==> src/rtl/rr_tdm_mac.sv <==
// rr_tdm_mac: round-robin TDM multiplier.
// A work-conserving arbiter grants one valid channel per cycle. The granted sample is
// multiplied by that channel's free-running grant counter, and the product is delayed
// MULT_LAT cycles and emitted tagged with its channel index.
// Optional feature macro: RR_TDM_ACCUM_EN adds per-channel accumulation of the products,
// with the add folded into the final pipeline stage.
module rr_tdm_mac #(
    parameter int unsigned NUM_CH    = 4,
    parameter int unsigned DATA_W    = 8,
    parameter int unsigned CNT_W     = 8,
    parameter int unsigned CNT_MAX   = 2**CNT_W - 1,
    parameter int unsigned MULT_LAT  = 3,
    parameter int unsigned ACC_GUARD = 4,
`ifdef RR_TDM_ACCUM_EN
    localparam bit          ACC_EN   = 1'b1,
`else
    localparam bit          ACC_EN   = 1'b0,
`endif
    localparam int unsigned CH_W     = $clog2(NUM_CH),
    localparam int unsigned PROD_W   = DATA_W + CNT_W,
    localparam int unsigned OUT_W    = PROD_W + (ACC_EN ? ACC_GUARD : 0)
) (
    input  logic                     clk,
    input  logic                     rst,
    input  logic [NUM_CH-1:0]        in_valid,
    input  logic [NUM_CH*DATA_W-1:0] in_data,
    output logic [NUM_CH-1:0]        in_ready,
    output logic                     out_valid,
    output logic [CH_W-1:0]          out_ch,
    output logic [OUT_W-1:0]         out_data
);

    localparam int unsigned LAST = MULT_LAT - 1;

    logic [CH_W-1:0]   ptr_q, ptr_d;
    logic [CNT_W-1:0]  cnt_q [NUM_CH];

    logic              gnt_vld;
    logic [CH_W-1:0]   gnt_ch;
    logic [DATA_W-1:0] gnt_data;
    logic [CNT_W-1:0]  gnt_cnt;
    logic              gnt_wrap;
    logic [PROD_W-1:0] gnt_prod;

    // Stage inputs (index 0 is the fresh grant) and stage registers.
    logic              stg_v   [MULT_LAT];
    logic [CH_W-1:0]   stg_ch  [MULT_LAT];
    logic [OUT_W-1:0]  stg_dat [MULT_LAT];
    logic              pv_q    [MULT_LAT];
    logic [CH_W-1:0]   pch_q   [MULT_LAT];
    logic [OUT_W-1:0]  pd_q    [MULT_LAT];
    logic [OUT_W-1:0]  fin_dat;

`ifdef RR_TDM_ACCUM_EN
    logic              stg_w   [MULT_LAT];
    logic              pw_q    [MULT_LAT];
    logic [OUT_W-1:0]  acc_q   [NUM_CH];
    logic [OUT_W-1:0]  acc_sum;
`endif

    // Priority search starting at the pointer; nothing is granted while in reset.
    always_comb begin
        int unsigned     idx;
        logic [CH_W-1:0] k;
        idx     = 0;
        k       = '0;
        gnt_vld = 1'b0;
        gnt_ch  = '0;
        for (int unsigned i = 0; i < NUM_CH; i++) begin
            idx = 32'(ptr_q) + i;
            if (idx >= NUM_CH) idx = idx - NUM_CH;
            k = CH_W'(idx);
            if (!gnt_vld && in_valid[k]) begin
                gnt_vld = 1'b1;
                gnt_ch  = k;
            end
        end
        gnt_vld = gnt_vld & ~rst;
    end

    // One-hot ready for the granted channel.
    always_comb begin
        in_ready = '0;
        if (gnt_vld) in_ready[gnt_ch] = 1'b1;
    end

    // Operand select, product and pointer next-state.
    always_comb begin
        gnt_data = '0;
        gnt_cnt  = '0;
        for (int unsigned k = 0; k < NUM_CH; k++) begin
            if (gnt_ch == CH_W'(k)) begin
                gnt_data = in_data[k*DATA_W +: DATA_W];
                gnt_cnt  = cnt_q[k];
            end
        end
        gnt_wrap = (gnt_cnt == CNT_W'(CNT_MAX));
        gnt_prod = PROD_W'(gnt_data) * PROD_W'(gnt_cnt);
        ptr_d    = ptr_q;
        if (gnt_vld) begin
            ptr_d = (gnt_ch == CH_W'(NUM_CH - 1)) ? '0 : gnt_ch + CH_W'(1);
        end
    end

    // Arbiter pointer and per-channel grant counters.
    always_ff @(posedge clk or posedge rst) begin
        if (rst) begin
            ptr_q <= '0;
            for (int unsigned k = 0; k < NUM_CH; k++) cnt_q[k] <= '0;
        end else begin
            ptr_q <= ptr_d;
            if (gnt_vld) cnt_q[gnt_ch] <= gnt_wrap ? '0 : gnt_cnt + CNT_W'(1);
        end
    end

    // Wire up stage inputs from the grant and the previous stage.
    always_comb begin
        stg_v[0]   = gnt_vld;
        stg_ch[0]  = gnt_ch;
        stg_dat[0] = OUT_W'(gnt_prod);
`ifdef RR_TDM_ACCUM_EN
        stg_w[0]   = gnt_wrap;
`endif
        for (int unsigned i = 1; i < MULT_LAT; i++) begin
            stg_v[i]   = pv_q[i-1];
            stg_ch[i]  = pch_q[i-1];
            stg_dat[i] = pd_q[i-1];
`ifdef RR_TDM_ACCUM_EN
            stg_w[i]   = pw_q[i-1];
`endif
        end
    end

    // Final-stage value: raw product, or the updated running sum.
    always_comb begin
`ifdef RR_TDM_ACCUM_EN
        acc_sum = '0;
        for (int unsigned k = 0; k < NUM_CH; k++) begin
            if (stg_ch[LAST] == CH_W'(k)) acc_sum = acc_q[k] + stg_dat[LAST];
        end
        fin_dat = acc_sum;
`else
        fin_dat = stg_dat[LAST];
`endif
    end

    // Token pipeline; payload only loads with a valid token so the output stage holds.
    always_ff @(posedge clk or posedge rst) begin
        if (rst) begin
            for (int unsigned i = 0; i < MULT_LAT; i++) begin
                pv_q[i]  <= 1'b0;
                pch_q[i] <= '0;
                pd_q[i]  <= '0;
`ifdef RR_TDM_ACCUM_EN
                pw_q[i]  <= 1'b0;
`endif
            end
        end else begin
            for (int unsigned i = 0; i < MULT_LAT; i++) begin
                pv_q[i] <= stg_v[i];
                if (stg_v[i]) begin
                    pch_q[i] <= stg_ch[i];
                    pd_q[i]  <= (i == LAST) ? fin_dat : stg_dat[i];
`ifdef RR_TDM_ACCUM_EN
                    pw_q[i]  <= stg_w[i];
`endif
                end
            end
        end
    end

`ifdef RR_TDM_ACCUM_EN
    // Per-channel accumulators; a sum built from a terminal-count grant restarts at 0.
    always_ff @(posedge clk or posedge rst) begin
        if (rst) begin
            for (int unsigned k = 0; k < NUM_CH; k++) acc_q[k] <= '0;
        end else if (stg_v[LAST]) begin
            acc_q[stg_ch[LAST]] <= stg_w[LAST] ? '0 : acc_sum;
        end
    end
`endif

    assign out_valid = pv_q[LAST];
    assign out_ch    = pch_q[LAST];
    assign out_data  = pd_q[LAST];

endmodule
==> config.mk <==
export PLATFORM = sky130hd
export DESIGN_NAME = rr_tdm_mac
export DESIGN_NICKNAME = d
export VERILOG_FILES = /design/src/rtl/rr_tdm_mac.sv
export SDC_FILE = /design/constraint.sdc
export NUM_CORES = 1
export LEC_CHECK = 0
export CAP_MARGIN = 20
export CORE_MARGIN = 2
export CORE_UTILIZATION = 45
export DETAILED_ROUTE_END_ITERATION = 8
export GPL_TIMING_DRIVEN = 0
export PLACE_DENSITY = 0.68
export SETUP_SLACK_MARGIN = 0.15
export SYNTH_ARGS = -nofsm -noshare
export SYNTH_HDL_FRONTEND = slang
export SYNTH_SLANG_ARGS = --single-unit
==> constraint.sdc <==
create_clock -name clk -period 5.7 [get_ports clk]
set_input_delay 1.14 -clock clk [delete_from_list [all_inputs] [get_ports clk]]
set_output_delay 1.14 -clock clk [all_outputs]
set_load 0.05 [all_outputs]
Fig. 1: metal 1
The bar under the picture is 20 um long.
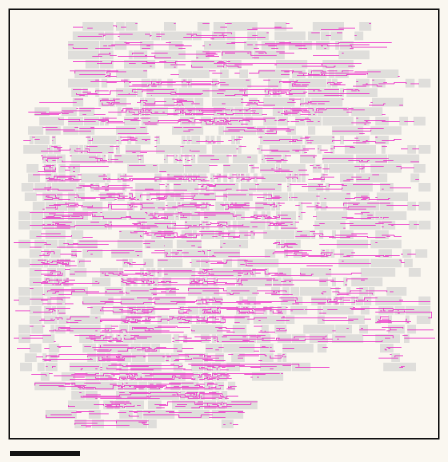
nets with wire on the layer: 792
share of all routed wire: 45%
wire length on this layer: 6,550 um
main direction: horizontal
longest straight run: 42.3 um

Fig. 2: met2 routing
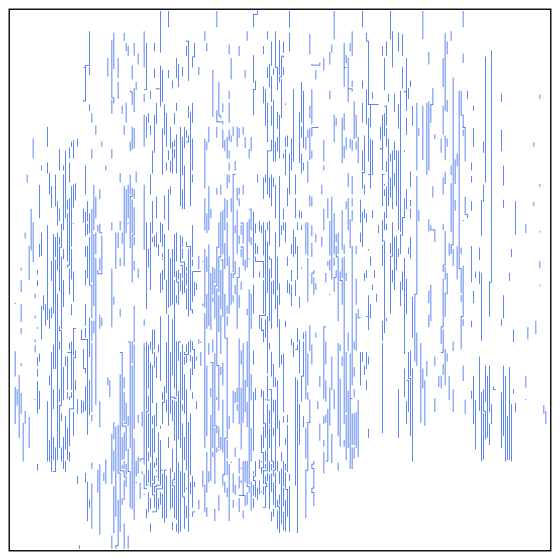
longest straight run: 52.7 um
wire length on this layer: 7,100 um
final wirelength: 14,600 um
met2 usage: 33.5%

==> results.sh <==
# flow metrics
export IMPL_fin_skew_ns=0.00743
export IMPL_drc=0
export IMPL_fa_ha_area_share_pct=19.3
export IMPL_met1Wirelength_um=6550
export IMPL_violations="setup timing"
export IMPL_ys_sh_xor_pct=1.92
export IMPL_drive_gt1_share_pct=33.1
export IMPL_synth_area_per_cell_um2=9.68
export IMPL_cts_tree="done"
export IMPL_postSynthSeqShare_pct=35.7
export IMPL_ys_sh_aoi_pct=11.9
export IMPL_rows=43
export IMPL_grt_pass1_vias=5054
export IMPL_grt_busiest_layer="met2"
export IMPL_gp_congestion=0.874
export IMPL_syn_num_nets=774
export IMPL_hpwl_um=10500
export IMPL_synth_warnings=0
export IMPL_finalSetupViolCount=9
export IMPL_nets=892
export IMPL_path_clk_slew_ns=0.06
export IMPL_met2RoutedLength_um=7100
export IMPL_antenna_found_initial=0
export IMPL_setup_worst_path_end="pd_q[47]"
export IMPL_crit_top_cell="fa_1"
export IMPL_vias_per_cell=5.27
export IMPL_rsz0062_at_grt="yes"
export IMPL_ys_ff=91
export IMPL_top_cells_by_count="91 x dfrtp_1, 73 x nand2_1, 69 x inv_1"
export IMPL_fp_util_pct=45.9
export IMPL_ys_sh_simple_pct=13.5
export IMPL_cp_startpoint="in_valid[0]"
export IMPL_synthArstFlopShare_pct=100
export IMPL_flop_cell="dfrtp_1"
export IMPL_wl_met3_um=691
export IMPL_slowest_delay_ns=0.54
export IMPL_warnings=32
export IMPL_fmax_ghz=0.162
export IMPL_relSlewSlack_pct=58.7
export IMPL_hold_path_class="flip-flop to flip-flop"
export IMPL_cts_sinks=91
export IMPL_crit_required_ns=5.93
export IMPL_drv_slew=0
export IMPL_wire_per_inst_um=15.2
export IMPL_fin_cells=962
export IMPL_synth_top_cell_by_count="dfrtp_1"
export IMPL_area_growth_pct=34.9
export IMPL_numCtsBuffers=9
export IMPL_die_h_um=123
export IMPL_grt_overflow=0
export IMPL_crit_path_end_kind="flip-flop"
export IMPL_cp_slowest_cell="fa_1"
export IMPL_drt_first_pass_iters=5
export IMPL_drt_initial_drc_count=221
export IMPL_grt_start_max_net_pins=53
export IMPL_cts_setup_buffers=30
export IMPL_ant_nets=0
export IMPL_die_w_um=123
export IMPL_final_core_util_pct=62.0
export IMPL_status="finished with violations"
export IMPL_layout_setup_ws_ns=-0.484
export IMPL_ys_area_um2=6380
export IMPL_use_met1_pct=27.1
export IMPL_coreArea_um2=13900
export IMPL_top_cells_by_area="dfrtp_1 36%, fa_1 11%, mux2_2 9.2%"
export IMPL_post_cts_resized=63
export IMPL_n_antenna_cell=0
export IMPL_r2r_slack_ns=-0.19
export IMPL_regToRegEndpoint="pd_q[47]"
export IMPL_start_kind="input port"
export IMPL_edf_count=0
export IMPL_critical_path_class="input port to flip-flop"
export IMPL_grt_pass1_wl_um=24000
export IMPL_yosysUniqueCellTypes=54
export IMPL_grt_util_all_layers_pct=20.4
export IMPL_worst_ep_arrival_time_ns=6.41
export IMPL_synth_area_um2=6380
Fig. 3: signal wires on met3
The bar under the picture is 20 um long.
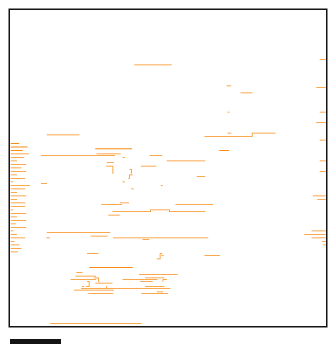
wire length on this layer: 691 um
share of all routed wire: 4.7%
via count: 5,072
grt met3 use: 3.37%

Fig. 4: met4 routing
The bar under the picture is 20 um long.
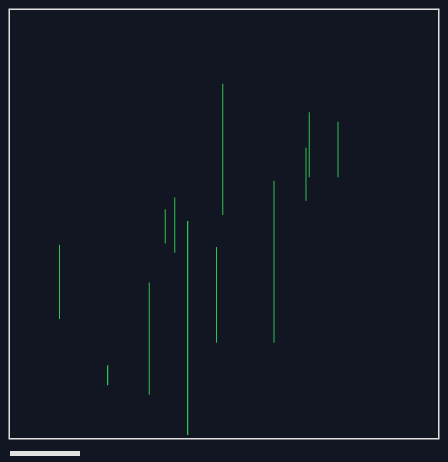
nets with wire on the layer: 9
longest straight run: 61.2 um

## area by class of cell
class	count	area (um2)
Inverter	72	278
Clock inverter	7	76.3
Clock buffer	9	225
Fill cell	1156	5280
Sequential cell	91	2280
Tap cell	180	225
Buffer	44	419
Timing Repair Buffer	107	1000
Multi-Input combinational cell	452	4100
## cell usage in the layout, fill, tap and decap left out, drive strengths merged, types with 6 or more instances in the layout
cell           instances
dfrtp                 91
buf                   79
nand2                 73
inv                   72
nor2                  68
clkdlybuf4s50         56
mux2                  52
ha                    41
fa                    36
a21oi                 35
o21ai                 31
clkbuf                25
or2                   14
nand3b                11
xor2                   8
o31ai                  6
xnor2                  6
## stage by stage
| step | hold WS [ns] | cell area, um2 | setup TNS, ns | setup WS (ns) |
|---|---|---|---|---|
| 2_1_floorplan | 0.352 | 6760 | -1.90 | -0.378 |
| 3_3_place_gp | 0.357 | 7580 | -14.39 | -1.64 |
| 3_5_place_dp | 0.356 | 7610 | -15.57 | -1.77 |
| 4_1_cts | 0.373 | 8380 | -2.44 | -0.397 |
| 5_1_grt | 0.378 | 8610 | -5.18 | -0.729 |
| 6_report | 0.374 | 8610 | -3.05 | -0.484 |
## registers in the layout (all words and copies together) (netlist names)
register	flops
pch_q	4
pd_q	16
pv_q	2
out_ch	2
ptr_q	2
fin_dat	16
out_data	16
cnt_q	32
out_valid	1
## critical path: cells and delay by family
kind | cells | cell delay [ns]
xor gates and xnor gates | 1 | 0.14
buffers and inverters | 7 | 0.67
adders and majority gates | 6 | 2.47
and+or+nand+nor | 2 | 0.46
AOI/OAI and AO/OA | 10 | 1.52
